===== src/rtl/uart_hex_reader.sv =====
// Pops rx bytes, echoes them to tx, and assembles ASCII hex digits into a 32-bit word released on a terminator.
// Latency: rx_rden at t, echo at t+1, classify at t+2; stalls on a full tx FIFO and holds the word (no rx reads) until word_ready.
module uart_hex_reader #(
    parameter bit ECHO_EN = 1'b1,
    parameter int MAX_DIG = 8
) (
    input  logic        clk,
    input  logic        rst,
    input  logic        rx_fifo_dvalid,
    input  logic [7:0]  rx_rdata,
    output logic        rx_rden,
    input  logic        tx_fifo_full,
    output logic [7:0]  tx_wdata,
    output logic        tx_wten,
    output logic [31:0] word_data,
    output logic [3:0]  word_ndig,
    output logic        word_ovf,
    output logic        word_valid,
    input  logic        word_ready,
    output logic        char_err
);

    typedef enum logic [1:0] {IDLE, ECHO, EVAL, OUT} state_t;

    localparam logic [3:0] MAX_N = 4'(MAX_DIG);

    state_t      state;
    logic [7:0]  char_q;
    logic [31:0] acc;
    logic [3:0]  ndig;
    logic        ovf;

    logic        is_dig;
    logic        is_term;
    logic [3:0]  nib;

    always_comb begin
        is_dig = 1'b0;
        nib    = 4'h0;
        if (char_q >= 8'h30 && char_q <= 8'h39) begin
            is_dig = 1'b1;
            nib    = char_q[3:0];
        end else if ((char_q >= 8'h41 && char_q <= 8'h46) ||
                     (char_q >= 8'h61 && char_q <= 8'h66)) begin
            is_dig = 1'b1;
            nib    = char_q[3:0] + 4'd9;
        end
    end

    assign is_term = (char_q == 8'h0D) || (char_q == 8'h0A) || (char_q == 8'h20);

    always_ff @(posedge clk) begin
        if (rst) begin
            state  <= IDLE;
            char_q <= 8'h00;
            acc    <= 32'h0;
            ndig   <= 4'd0;
            ovf    <= 1'b0;
        end else begin
            case (state)
                IDLE: begin
                    if (rx_fifo_dvalid) begin
                        char_q <= rx_rdata;
                        state  <= ECHO;
                    end
                end
                ECHO: begin
                    if (!ECHO_EN || !tx_fifo_full)
                        state <= EVAL;
                end
                EVAL: begin
                    if (is_dig) begin
                        acc <= {acc[27:0], nib};
                        if (ndig == MAX_N)
                            ovf <= 1'b1;
                        else
                            ndig <= ndig + 4'd1;
                        state <= IDLE;
                    end else if (is_term) begin
                        // A bare terminator (e.g. LF after CR) emits nothing.
                        state <= (ndig != 4'd0) ? OUT : IDLE;
                    end else begin
                        acc   <= 32'h0;
                        ndig  <= 4'd0;
                        ovf   <= 1'b0;
                        state <= IDLE;
                    end
                end
                OUT: begin
                    if (word_ready) begin
                        acc   <= 32'h0;
                        ndig  <= 4'd0;
                        ovf   <= 1'b0;
                        state <= IDLE;
                    end
                end
                default: state <= IDLE;
            endcase
        end
    end

    // Outputs decode from state and are forced low while reset is asserted.
    assign rx_rden    = !rst && (state == IDLE) && rx_fifo_dvalid;
    assign tx_wten    = !rst && ECHO_EN && (state == ECHO) && !tx_fifo_full;
    assign tx_wdata   = tx_wten ? char_q : 8'h00;
    assign word_valid = !rst && (state == OUT);
    assign word_data  = word_valid ? acc  : 32'h0;
    assign word_ndig  = word_valid ? ndig : 4'd0;
    assign word_ovf   = word_valid ? ovf  : 1'b0;
    assign char_err   = !rst && (state == EVAL) && !is_dig && !is_term;

endmodule


===== config.mk =====
export PLATFORM = sky130hd
export DESIGN_NAME = uart_hex_reader
export DESIGN_NICKNAME = d
export VERILOG_FILES = /design/src/rtl/uart_hex_reader.sv
export SDC_FILE = /design/constraint.sdc
export NUM_CORES = 1
export LEC_CHECK = 0
export CAP_MARGIN = 40
export CORE_UTILIZATION = 48
export DETAILED_ROUTE_END_ITERATION = 8
export PLACE_DENSITY = 0.79
export SLEW_MARGIN = 5
export SYNTH_ARGS = -nofsm -noshare
export SYNTH_HDL_FRONTEND = slang
export SYNTH_SLANG_ARGS = --single-unit

===== constraint.sdc =====
create_clock -name clk -period 2.84 [get_ports clk]
set_input_delay 0.568 -clock clk [delete_from_list [all_inputs] [get_ports clk]]
set_output_delay 0.568 -clock clk [all_outputs]
set_load 0.005 [all_outputs]

==> run notes, run 1 <==
Latest figures from synthesis and place and route.

The count of yosys warnings during synthesis is 0. Once placement completed, the tool counted placed cells totaling 396. Once the clock tree was built, the resizer swapped 3 gates to a different size.

The cell with the most instances on the worst path is sky130_fd_sc_hd__clkdlybuf4s50_1. After synthesis, flip-flops and latches occupy 40.1% of the total area. The OpenROAD report gives the critical path a required time of 2.27 ns. The overall power is 1400 µW. Looking at the gate-level netlist, the highest instance count belongs to sky130_fd_sc_hd__dfxtp_1. The number of distinct standard cells referenced by the synthesized netlist is 38. Setup repair after global routing left no endpoint under its margin. The start point of the worst min-delay path is char_q[1]. The largest cell class by area is logic gates.

The H-tree depth is 2. The largest individual stage delay along the critical path comes from the cell sky130_fd_sc_hd__clkdlybuf4s50_1. Per the layout report, the design carries 8 non-clock inverters.

The total tool warning count is 30. Internal power comes to 1040 µW. The number of primary I/O pins is 62. The final design area excluding fillers is 3110 µm². The master cell of the clock root buffer is sky130_fd_sc_hd__clkbuf_8. Setup slack on the worst reg-to-reg path comes out at 0.58 ns. The synthesized design devotes to its leading area cell type 40.1% of total area. In this run, synthesis produced a sequential element count of 47. The report lists the power per cell area as 450 nW/µm². The number of diodes added for antenna fixing is 0. The cell accounting for the most synthesized area is sky130_fd_sc_hd__dfxtp_1. The DRC violations left is 2.

The core utilization before placement is 49.6%. The area fraction in and, or, nand and nor cells is 28.5%. The number of standard cells after synthesis is 281. The number of nets in the synthesized netlist is 300. The worst flop-to-flop path endpoint is acc[31]. The met2 track demand over resource is 36.5%.

The count of standard-cell rows is 25. Per the timing report, the biggest fanout along the worst path comes to 7. The class of the worst hold path is reg2reg. The clock buffer and inverter area fraction after layout is 3.90%.

In this run the tool buffered the top-level ports with 61 buffer cells. Yosys reports that the most numerous cell types are sky130_fd_sc_hd__dfxtp_1 (47), sky130_fd_sc_hd__and2_1 (44), sky130_fd_sc_hd__nor2_1 (41), sky130_fd_sc_hd__a22oi_1 (32), sky130_fd_sc_hd__nand2_1 (22). The checks that failed: design-rule violations. Counting instances, the worst hold path has a depth of 2. Static timing analysis puts the maximum clock frequency at 368 MHz. The total stage count of the critical path is 6.

The run finished, with violations left. Per the OpenROAD power report, switching power amounts to 366 µW. The post-CTS hold buffer count recorded in the log is 0. For this run, the leading register cell type out of synthesis is sky130_fd_sc_hd__dfxtp_1. The worst vdd rail ir drop is 0.278 mV. The source of the worst register-to-register timing path is char_q[1]. For reference, the final report shows the max-slew violation count at 0.
run_1/gate_families.png
Scale: 4 px per µm.
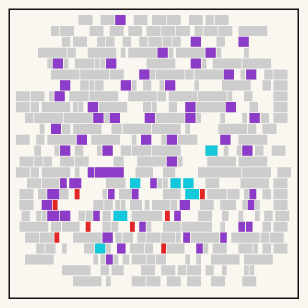
Cyan is AND-OR and OR-AND gates, cells 7, most used a21o_1, where centre. Purple is inverting AOI/OAI gates, cells 57, most used a22oi_1. Red is inverters, cells 8, most used inv_1.
Top cell excl fill/tap: sky130_fd_sc_hd__clkdlybuf4s50_1
Comb/total area: 40.2%
count of placed standard cells in the final layout, fillers left out: 404

run_1/final_congestion.png
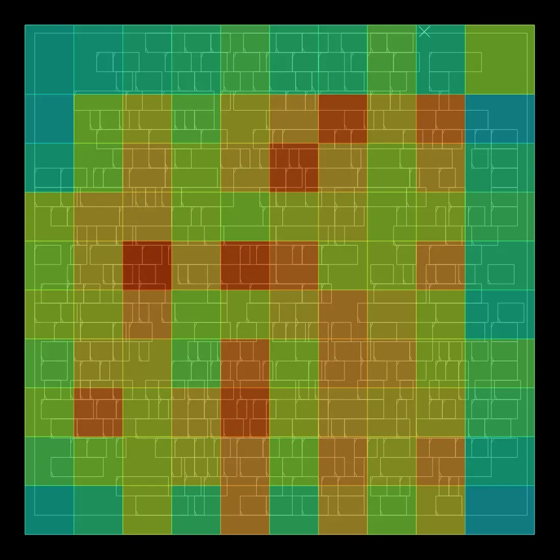
final core utilization: 65.9%
global-route usage over all layers: 21.6%
met3 demand-to-capacity share in global routing: 4.64%
wire length per cell after detailed routing: 13.3 µm
most congested layer reported by global routing: met2

run_1/clock_map.png
Scale: 6 px per µm.
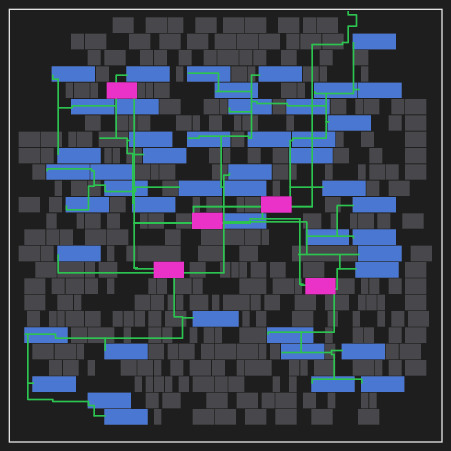
Green is clock wires, length 572 µm. Magenta is cells driving clock nets, count 5. Blue is flip-flops, count 47.
Position of the flops: widely spread.
power drawn by the clock network: 525 µW
clock network latency to the later pin of the worst-skew pair: 0.30 ns
worst clock skew on the final layout: 0.00532 ns
Clock Power Share: 37.4%

==> run 2, diff against run 1 <==
--- a/config.mk
+++ b/config.mk
@@ -5,10 +5,11 @@
 export SDC_FILE = /design/constraint.sdc
 export NUM_CORES = 1
 export LEC_CHECK = 0
+export ABC_CLOCK_PERIOD_IN_PS = 2840
 export CAP_MARGIN = 40
 export CORE_UTILIZATION = 48
 export DETAILED_ROUTE_END_ITERATION = 8
-export PLACE_DENSITY = 0.79
+export PLACE_DENSITY_LB_ADDON = 0.05
 export SLEW_MARGIN = 5
 export SYNTH_ARGS = -nofsm -noshare
 export SYNTH_HDL_FRONTEND = slang
==> run 2 against run 1 <==
Worst setup slack improved by 0.0077 ns. Cell area fell by 0.72%. Critical path depth did not move. The run now ends clean. Highest routed layer unchanged. Utilization fell by 0.48 points. Largest cell class unchanged. Count of clock-buffer cells in the layout rose by 1.
==> run notes, run 2 <==
Latest figures from synthesis and place and route.

The run finished with clean final reports. The post-cts resize count is 4 (+1). The pin slew with the least headroom to its limit is 0.572 ns. The count of placed standard cells including taps is 395 (-0.25%). The count of yosys warnings during synthesis is 0 (unchanged). The top cell type's share of synthesized area is 40.1% (unchanged).

The DRC violations left was 0 (-2). Sequential cells account for 53.0% of the total power. The worst path buffer plus inverter count is 3. The number of cells traversed by the worst hold path is 2 (unchanged). The cell area power density is 425 nW/µm² (-5.6%). The post-synthesis sequential element count is 47 (unchanged). The largest individual stage delay along the critical path comes from the cell sky130_fd_sc_hd__clkdlybuf4s50_1. The XOR/XNOR share of the synthesized area is 0.747%. The leakage power is 0.00112 µW. The routed design shows a via density per instance of 5.26. The total count of max-transition violations in the final report is 0 (unchanged). The number of diodes added for antenna fixing is 0 (unchanged). The total stage count of the critical path is 6 (unchanged). The master cell of the clock root buffer is sky130_fd_sc_hd__clkbuf_8.

The chip occupies 5170 µm². The area fraction in and, or, nand and nor cells is 28.5% (unchanged). The class of the worst hold path is reg2reg. The commonest non-fill, non-tap cell in the layout is sky130_fd_sc_hd__clkdlybuf4s50_1. Setup repair after global routing left no endpoint under its margin. The reported net switching power was 347 µW (-5.3%). The post-route minimum period is 2.71 ns. The maximum frequency from static timing analysis is 369 MHz (+0.28%).

STA puts the critical path data arrival time at 2.14 ns. The share of synthesized cell area in and-or and or-and compound cells is 19.7%. The final design area excluding fillers came to 3090 µm² (-0.72%). The largest cell class by area is logic gates.

The sequential element share of the synthesized area was 40.1% (unchanged). The number of distinct standard cells referenced by the synthesized netlist is 38 (unchanged). The non-clock inverter count in the final layout is 8 (unchanged). The number of hold violations in the final report is 0. The final core area utilization is 65.5% (-0.48 points). The average wire length per cell after detail routing is 12.9 µm (-3.1%). The commonest cells after synthesis are sky130_fd_sc_hd__dfxtp_1 (47), sky130_fd_sc_hd__and2_1 (44), sky130_fd_sc_hd__nor2_1 (41), sky130_fd_sc_hd__a22oi_1 (32), sky130_fd_sc_hd__nand2_1 (22). The overall power came to 1310 µW (-6.3%). The total number of vias is 2118. The total tool warning count came to 30 (unchanged). The count of standard-cell rows is 25 (unchanged). The critical path data required time came to 2.27 ns (about the same). The source of the worst register-to-register timing path is char_q[1]. The synthesized area per cell is 8.34 µm². Of all power groups, the one with the highest power is sequential cells. The core utilization before placement is 49.6% (unchanged). The buffer depth of the longest clock path is 2.

Counting flops with a built-in enable in the synthesized netlist gives 0. The clock latency on the worst-skew pair is 0.29 ns (about the same). Looking at hold timing, the worst path starts from char_q[6]. The number of buffers added on ports is 61 (unchanged). The proportion of power drawn by the clock network came to 33.4% (-4.0 points). The cts-stage hold buffer count is 0 (unchanged). The endpoint identified for the worst register-to-register timing path is acc[21].

In this run the layout overhead on the synthesized area is reported as 31.9%. The synthesized net count is 300 (unchanged). Sorting the Yosys area breakdown by cell type puts at the top sky130_fd_sc_hd__dfxtp_1. The proportion of synthesized flip-flops having asynchronous set or reset is 0%. The layer with the highest usage after global routing is met2. The H-tree depth is 2 (unchanged).

The number of standard cells after synthesis is 281 (unchanged). The dominant cell by count in the synthesized netlist is sky130_fd_sc_hd__dfxtp_1. The largest registers in the layout are acc: 32 flops, char_q: 8 flops, ndig: 4 flops. The maximum net fanout on the critical path was 7 (unchanged). The path type of the worst setup path is in2out. The worst setup slack after layout is 0.130 ns. The number of primary I/O pins is 62 (unchanged). The worst vdd rail ir drop is 0.326 mV (+17%).

The power drawn by the clock network came to 439 µW (-16%). The worst setup skew after layout is 0.00538 ns (+0.0000594 ns). The internal power component is 967 µW (-6.7%).

The slack of the worst reg-to-reg path is 0.60 ns (+0.02 ns). Clock tree synthesis inserted a total of 5 buffers. Checking max transition, the worst relative margin is 61.5%. The register fraction of the total cell area is 30.5%. The met2 track demand over resource is 34.5% (-2.0 points).

The clock buffer and inverter area fraction after layout is 3.36% (-0.54 points). The report lists the cells along the critical path as clkdlybuf4s50_1 > or2_2 > nor3_2 > buf_4 > and2_1 > clkdlybuf4s50_1. The most used flip-flop cell after synthesis is sky130_fd_sc_hd__dfxtp_1. The worst setup path is captured at an output pin.

The cell with the most instances on the worst path is sky130_fd_sc_hd__clkdlybuf4s50_1.
run_2/gate_families.png
Scale: 4 px per µm.
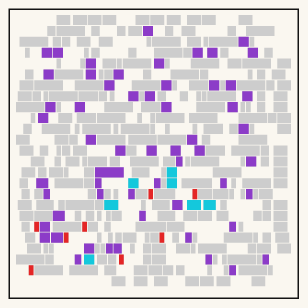
Cyan is AND-OR and OR-AND gates, cells 7, most used a21o_1. Red is inverters, cells 8, most used inv_1. Purple is inverting AOI/OAI gates, cells 57, most used a22oi_1, where widely spread.
count of placed standard cells in the final layout, fillers left out: 403
Comb/total area: 40.6%

run_2/final_congestion.png
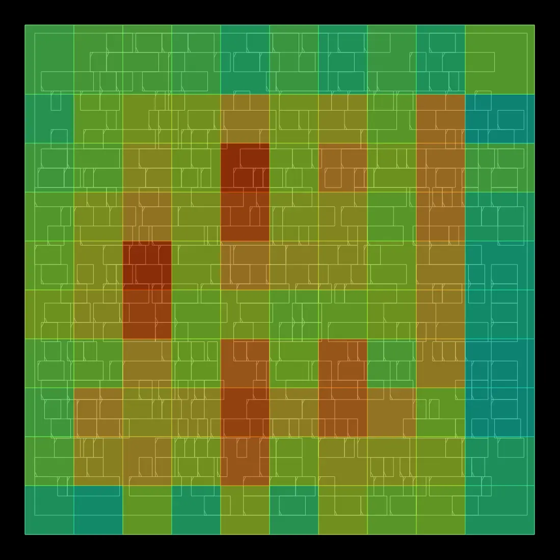
met1 usage in global routing: 28.3%
global-route usage over all layers: 21.1%
met3 demand-to-capacity share in global routing: 5.20%

Power is estimated from default activity; no workload was simulated.
